--- src/rtl/reverb_pkg.sv ---
// Shared types and default sizes for the reverb block packer.
package reverb_pkg;

    localparam int REVERB_SAMPLE_W  = 16;
    localparam int REVERB_BLOCK_LEN = 64;

    typedef enum logic [1:0] {
        ST_IDLE,
        ST_ARM,
        ST_STREAM,
        ST_DRAIN
    } packer_state_t;

endpackage

--- src/rtl/reverb_block_packer_buf.sv ---
// Show-ahead FIFO: o_data is the registered head entry while not empty.
module reverb_block_packer_buf #(
    parameter int WIDTH = 32,
    parameter int DEPTH = 4
) (
    input  logic             clock,
    input  logic             reset_n,
    input  logic             i_push,
    input  logic [WIDTH-1:0] i_data,
    input  logic             i_pop,
    output logic [WIDTH-1:0] o_data,
    output logic             o_full,
    output logic             o_empty
);

    localparam int AW = $clog2(DEPTH);

    logic [WIDTH-1:0] r_mem [DEPTH];
    logic [AW-1:0]    r_wr_ptr;
    logic [AW-1:0]    r_rd_ptr;
    logic [AW:0]      r_count;
    logic             w_push;
    logic             w_pop;

    assign o_full  = (r_count == (AW+1)'(DEPTH));
    assign o_empty = (r_count == '0);
    assign w_pop   = i_pop && !o_empty;
    // A pop on the same edge frees the slot the push needs.
    assign w_push  = i_push && (!o_full || w_pop);
    assign o_data  = r_mem[r_rd_ptr];

    always_ff @(posedge clock or negedge reset_n) begin
        if (!reset_n) begin
            for (int i = 0; i < DEPTH; i++) r_mem[i] <= '0;
            r_wr_ptr <= '0;
            r_rd_ptr <= '0;
            r_count  <= '0;
        end else begin
            if (w_push) begin
                r_mem[r_wr_ptr] <= i_data;
                r_wr_ptr        <= r_wr_ptr + AW'(1);
            end
            if (w_pop) r_rd_ptr <= r_rd_ptr + AW'(1);
            case ({w_push, w_pop})
                2'b10:   r_count <= r_count + (AW+1)'(1);
                2'b01:   r_count <= r_count - (AW+1)'(1);
                default: r_count <= r_count;
            endcase
        end
    end

endmodule

--- src/rtl/reverb_block_packer.sv ---
// Packs stereo codec samples into aligned blocks on an Avalon-ST source.
// Define REVERB_PACKER_OVERRUN_CNT_EN to build the dropped-sample counter.
module reverb_block_packer
    import reverb_pkg::*;
#(
    parameter int BLOCK_LEN = REVERB_BLOCK_LEN,
    parameter int SAMPLE_W  = REVERB_SAMPLE_W,
    parameter int BUF_DEPTH = 4
) (
    input  logic                  clock,
    input  logic                  reset_n,
    input  logic                  enable,
    input  logic                  sample_valid,
    input  logic [SAMPLE_W-1:0]   left_in,
    input  logic [SAMPLE_W-1:0]   right_in,
    output logic [2*SAMPLE_W-1:0] src_data,
    output logic                  src_valid,
    input  logic                  src_ready,
    output logic                  block_done,
    output logic                  overrun,
    output logic [15:0]           overrun_cnt
);

    localparam int IW = $clog2(BLOCK_LEN);

    packer_state_t r_state;
    packer_state_t w_state_nxt;
    logic [IW-1:0] r_index;
    logic          r_block_done;
    logic          r_overrun;
    logic          w_wr_req;
    logic          w_push;
    logic          w_pop;
    logic          w_drop;
    logic          w_full;
    logic          w_empty;
    logic          w_last;

    assign w_last = (r_index == IW'(BLOCK_LEN - 1));
    assign w_pop  = src_valid && src_ready;
    assign w_push = w_wr_req && (!w_full || w_pop);
    assign w_drop = w_wr_req && w_full && !w_pop;

    always_ff @(posedge clock or negedge reset_n) begin
        if (!reset_n) r_state <= ST_IDLE;
        else          r_state <= w_state_nxt;
    end

    always_comb begin
        w_state_nxt = r_state;
        unique case (r_state)
            ST_IDLE:
                if (enable) w_state_nxt = ST_ARM;
            ST_ARM:
                if (!enable)     w_state_nxt = ST_IDLE;
                else if (w_push) w_state_nxt = ST_STREAM;
            ST_STREAM:
                if (w_push && w_last)
                    w_state_nxt = enable ? ST_STREAM : ST_IDLE;
                else if (!enable)
                    w_state_nxt = (r_index == '0) ? ST_IDLE : ST_DRAIN;
            ST_DRAIN:
                if (w_push && w_last) w_state_nxt = ST_IDLE;
                else if (enable)      w_state_nxt = ST_STREAM;
            default:
                w_state_nxt = ST_IDLE;
        endcase
    end

    // A block boundary with enable low never opens a new block.
    always_comb begin
        w_wr_req = 1'b0;
        unique case (r_state)
            ST_ARM:    w_wr_req = sample_valid && enable;
            ST_STREAM: w_wr_req = sample_valid && (enable || r_index != '0);
            ST_DRAIN:  w_wr_req = sample_valid;
            default:   w_wr_req = 1'b0;
        endcase
    end

    always_ff @(posedge clock or negedge reset_n) begin
        if (!reset_n) begin
            r_index      <= '0;
            r_block_done <= 1'b0;
            r_overrun    <= 1'b0;
        end else begin
            r_block_done <= w_push && w_last;
            if (w_push) r_index <= r_index + IW'(1);
            if (w_drop) r_overrun <= 1'b1;
        end
    end

`ifdef REVERB_PACKER_OVERRUN_CNT_EN
    logic [15:0] r_overrun_cnt;

    always_ff @(posedge clock or negedge reset_n) begin
        if (!reset_n)
            r_overrun_cnt <= '0;
        else if (w_drop && r_overrun_cnt != 16'hFFFF)
            r_overrun_cnt <= r_overrun_cnt + 16'd1;
    end

    assign overrun_cnt = r_overrun_cnt;
`else
    assign overrun_cnt = '0;
`endif

    assign block_done = r_block_done;
    assign overrun    = r_overrun;
    assign src_valid  = !w_empty;

    reverb_block_packer_buf #(
        .WIDTH (2*SAMPLE_W),
        .DEPTH (BUF_DEPTH)
    ) u_buf (
        .clock   (clock),
        .reset_n (reset_n),
        .i_push  (w_push),
        .i_data  ({left_in, right_in}),
        .i_pop   (w_pop),
        .o_data  (src_data),
        .o_full  (w_full),
        .o_empty (w_empty)
    );

endmodule

--- config.mk ---
export PLATFORM = sky130hd
export DESIGN_NAME = reverb_block_packer
export DESIGN_NICKNAME = d
export VERILOG_FILES = /design/src/rtl/reverb_pkg.sv /design/src/rtl/reverb_block_packer_buf.sv /design/src/rtl/reverb_block_packer.sv
export SDC_FILE = /design/constraint.sdc
export NUM_CORES = 1
export LEC_CHECK = 0
export CAP_MARGIN = 20
export CORE_MARGIN = 5
export CORE_UTILIZATION = 57
export CTS_BUF_LIST = sky130_fd_sc_hd__clkbuf_2
export DETAILED_ROUTE_END_ITERATION = 8
export GPL_TIMING_DRIVEN = 1
export HOLD_SLACK_MARGIN = 0.12
export PLACE_DENSITY_LB_ADDON = 0.25
export SLEW_MARGIN = 20
export SYNTH_ARGS = -nofsm -noshare
export SYNTH_HDL_FRONTEND = slang
export SYNTH_SLANG_ARGS = --single-unit
--- constraint.sdc ---
create_clock -name clock -period 3.8 [get_ports clock]
set_clock_uncertainty 0.1 [all_clocks]
set_input_delay 0.76 -clock clock [delete_from_list [all_inputs] [get_ports clock]]
set_output_delay 0.76 -clock clock [all_outputs]
set_load 0.05 [all_outputs]
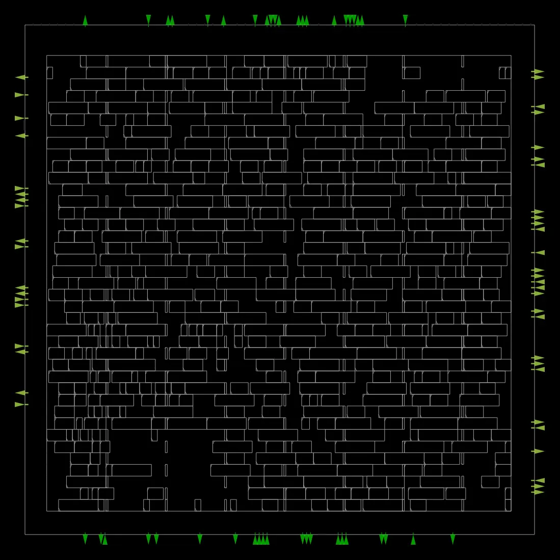
(images/final_placement.png)
std cell rows: 39
Core ar.: 11500 µm²

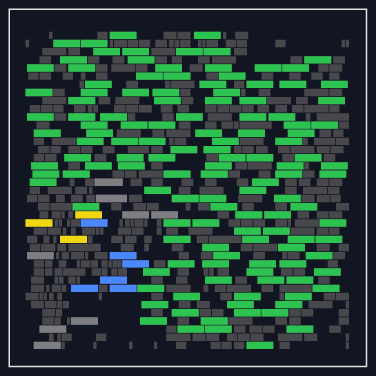
(images/registers.png)
Scale: 3 px per µm. Other sequential cells in the stronger grey, the rest of the logic in the fainter grey.
- `u_buf.r_mem`: green (placed flops 128; where widely spread)
- `r_index`: blue (placed flops 6)
- `u_buf.r_count`: yellow (placed flops 3)

==> impl_metrics.tcl <==
# metrics dict for downstream scripts
set metrics [dict create \
    outcome "finished, final reports clean" \
    drtIter0Drc 195 \
    highest_layer "met4" \
    warning_count 34 \
    max_cap_viol_count 0 \
    place_area_um2 7430 \
    grt_usage 0.184 \
    start_kind "register" \
    cts_tree "yes" \
    wl_met1_mm 5.45 \
    reg2reg_depth 12 \
    placed_cells 620 \
    finalNonFillerCells 653 \
    clk_path_buf_depth 2 \
    ant_nets 0 \
    async_reset_ff_frac 1.00 \
    antenna_found_initial 0 \
    firstDrtPassIters 4 \
    worstMarginPinSlew_ps 788 \
    critPathCaptureType "output pin" \
    portBuffers 71 \
    grt_first_pass_wirelength_mm 20.5 \
    wl_per_cell_um 18.8 \
    ys_types 36 \
    ff_type "dfrtp_1" \
    wirelength_mm 12.3 \
    yosysChipArea_um2 6720 \
    clockRootBuffer "clkbuf_2" \
    rsz0062_at_grt "false" \
    vdd_ir_drop_max_mv 0.945 \
    hold_viol 0 \
    ys_cells 425 \
    timing.hold.ws_ps 414 \
    finalClockPeriodUsage 0.942 \
    die_area_um2 14100 \
    grt_pass1_vias 4116 \
    dieHeight_um 119 \
    yosysMostFrequentCell "dfrtp_1" \
    edf_count 0 \
    crit_chain "buf_12 -> mux4_2 -> clkdlybuf4s50_1" \
    arrival_ps 2720 \
    max-slew-margin-rel 0.474 \
    crit_path_start "u_buf.r_rd_ptr[0]" \
    largest_area_cell "dfrtp_1" \
    finalMaxSlewViolations 0 \
    worstReg2RegStart "r_index[0]" \
    synth_cells 425 \
    h-tree-depth 4 \
    dpl.hpwl_mm 7.70 \
    fin_nets 547 \
    drcViolationCount 0 \
    ys.flops 145 \
    cts_setup_buffers 0 \
    total_leakage_power_uw 0.00384 \
    area_growth_pct 15.9 \
    die_w_um 119 \
    synth_area_per_cell_um2 15.8 \
    required_ps 2940 \
    setup_viol 0 \
    reg2reg_to "u_buf.r_count[2]" \
    ys_warn_count 0 \
    max_freq_ghz 0.279 \
    grt_max_degree 87 \
    clk_latency_ps 670 \
    area_leaders "dfrtp_1, mux2_2, mux4_2, ha_1, buf_6" \
    finalSetupTns_ps 0 \
    yosysSeqAreaShare 0.540 \
    max_stage_delay_ps 710 \
    synthDominantCellAreaShare 0.540 \
    finalCriticalPeriod_ps 3580 \
    r2r_slack_ps 1040 \
    clkSinkCount 145 \
    grt_overflow 0 \
    crit_path_top_delay_cell "clkdlybuf4s50_1" \
    gp_congestion 0.872 \
    drive_gt1_frac 0.390 \
    wl_met3_um 503 \
    io_pins 88 \
    synth_area_um2 6720 \
    worst-path-max-fanout 20 \
    met2_length_mm 6.16 \
    p_per_area_nw_per_um2 956 \
    via_per_inst 5.71 \
    hold_class "reg -> reg" \
    endpoint "src_data[13]" \
    path_clk_slew_ps 190 \
    fp_util 0.586 \
    cts_buffers 17 \
]
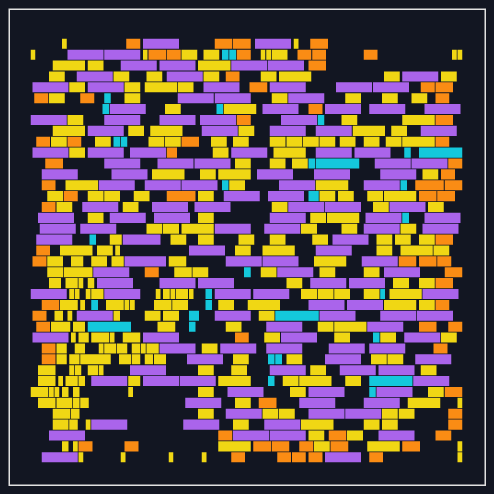
(images/cell_classes.png)
Scale: 4 px per µm.
- clock drivers and dummy loads: cyan (cells 32)
- all other logic: yellow (cells 258)
- flops: purple (cells 145)
- other buffers and delay cells: orange (cells 75)
Layout Utilization: 0.680
Final Cell Area: 7800 µm²
sequential share of cell area: 0.466

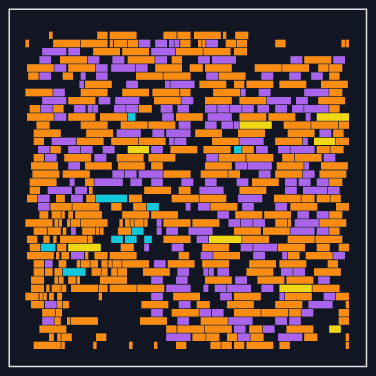
(images/drive_strength.png)
Scale: 3 px per µm.
- drive 3 to 4: cyan (cells 10; share 2.0%; most used nand2_4)
- drive 1 or less: orange (cells 311; share 61%; most used dfrtp_1)
- drive 2: purple (cells 181; share 35%; most used mux2_2)
- drive 6 and up: yellow (cells 8; share 1.6%; most used bufinv_16)

-- critical path, delay by kind of cell, from the launching register on --
kind,cells,cell delay [ps]
buffers and inverters,2,960
DFF,1,570
muxes,1,510
-- where the power goes --
part	internal, µW	total [µW]	switching [µW]
clock	499	1030	529
sequential	2240	2690	455
combinational	1730	3730	2010
-- cells by family (layout without fill, tap and decap cells) --
group | count (synthesis) | in the layout | synth area share
compound gates | 18 | 18 | 0.0190
xor+xnor | 11 | 11 | 0.0143
fa+ha+maj | 13 | 13 | 0.0253
buf+inv | 48 | 118 | 0.0499
flops | 145 | 145 | 0.540
mux | 162 | 162 | 0.325
other cells | 1 | 16 | 0.000558
simple gates | 27 | 27 | 0.0264
-- per-stage QoR --
stage | util | total power, µW | setup slack, ps
finish | 0.680 | 7450 | 221
global route | 0.680 | 7870 | 0.0260
CTS | 0.674 | 7570 | 18.1
detailed placement | 0.648 | 6540 | 532
global placement | 0.648 | 6410 | 640
floorplan | - | 5470 | 976
-- what timing repair did --
item,CTS,global route
resized,1,27
endpoints found under the hold margin,85,0
setup endpoints to repair,31,27
gates cloned,0,0
pin swaps,0,0
hold buffers,1,0
-- how the worst min path moves through the flow --
stage | from | to | depth (start not counted) | slack, ps
after CTS | u_buf.r_mem[51] | u_buf.r_mem[51] | 1 | 420
after global placement | overrun | overrun | 1 | 370
after global routing | u_buf.r_mem[53] | u_buf.r_mem[53] | 1 | 430
final | u_buf.r_mem[51] | u_buf.r_mem[51] | 1 | 410
after detailed placement | overrun | overrun | 1 | 370
after floorplan | u_buf.r_count[2] | u_buf.r_count[2] | 1 | 350
-- layout by cell type, fill, tap and decap left out, types with 5 or more instances in the layout --
| cell type | instances |
|---|---|
| o21ai_0 | 8 |
| nor2_1 | 5 |
| conb_1 | 16 |
| ha_1 | 12 |
| clkbuf_2 | 20 |
| inv_1 | 11 |
| mux2_1 | 8 |
| nand2_1 | 7 |
| mux2_2 | 122 |
| xnor2_1 | 7 |
| mux4_2 | 32 |
| dlymetal6s2s_1 | 27 |
| dfrtp_1 | 143 |
| bufinv_16 | 5 |
| clkdlybuf4s50_1 | 43 |
-- layout make-up --
class	count	area, µm²
fillers	823	3670
clock buffers	20	100
flip-flops and latches	145	3630
clock inverters	12	189
repair buffers	75	837
well taps	143	179
multi-input cells	247	2820
inverters	11	41.3
-- state kept, by name, indices dropped and copies added (netlist names) --
signal,flops
overrun,1
r_index,6
u_buf.r_count,3
u_buf.r_rd_ptr,2
block_done,1
u_buf.r_mem,128
u_buf.r_wr_ptr,2
r_state,2
-- routing by layer --
layer	GRT usage	vias up
met5	0	-
met4	0.0581	0
met3	0.0578	12
met2	0.302	76
met1	0.236	1975
li1	-	1667
Power is estimated from default activity; no workload was simulated.
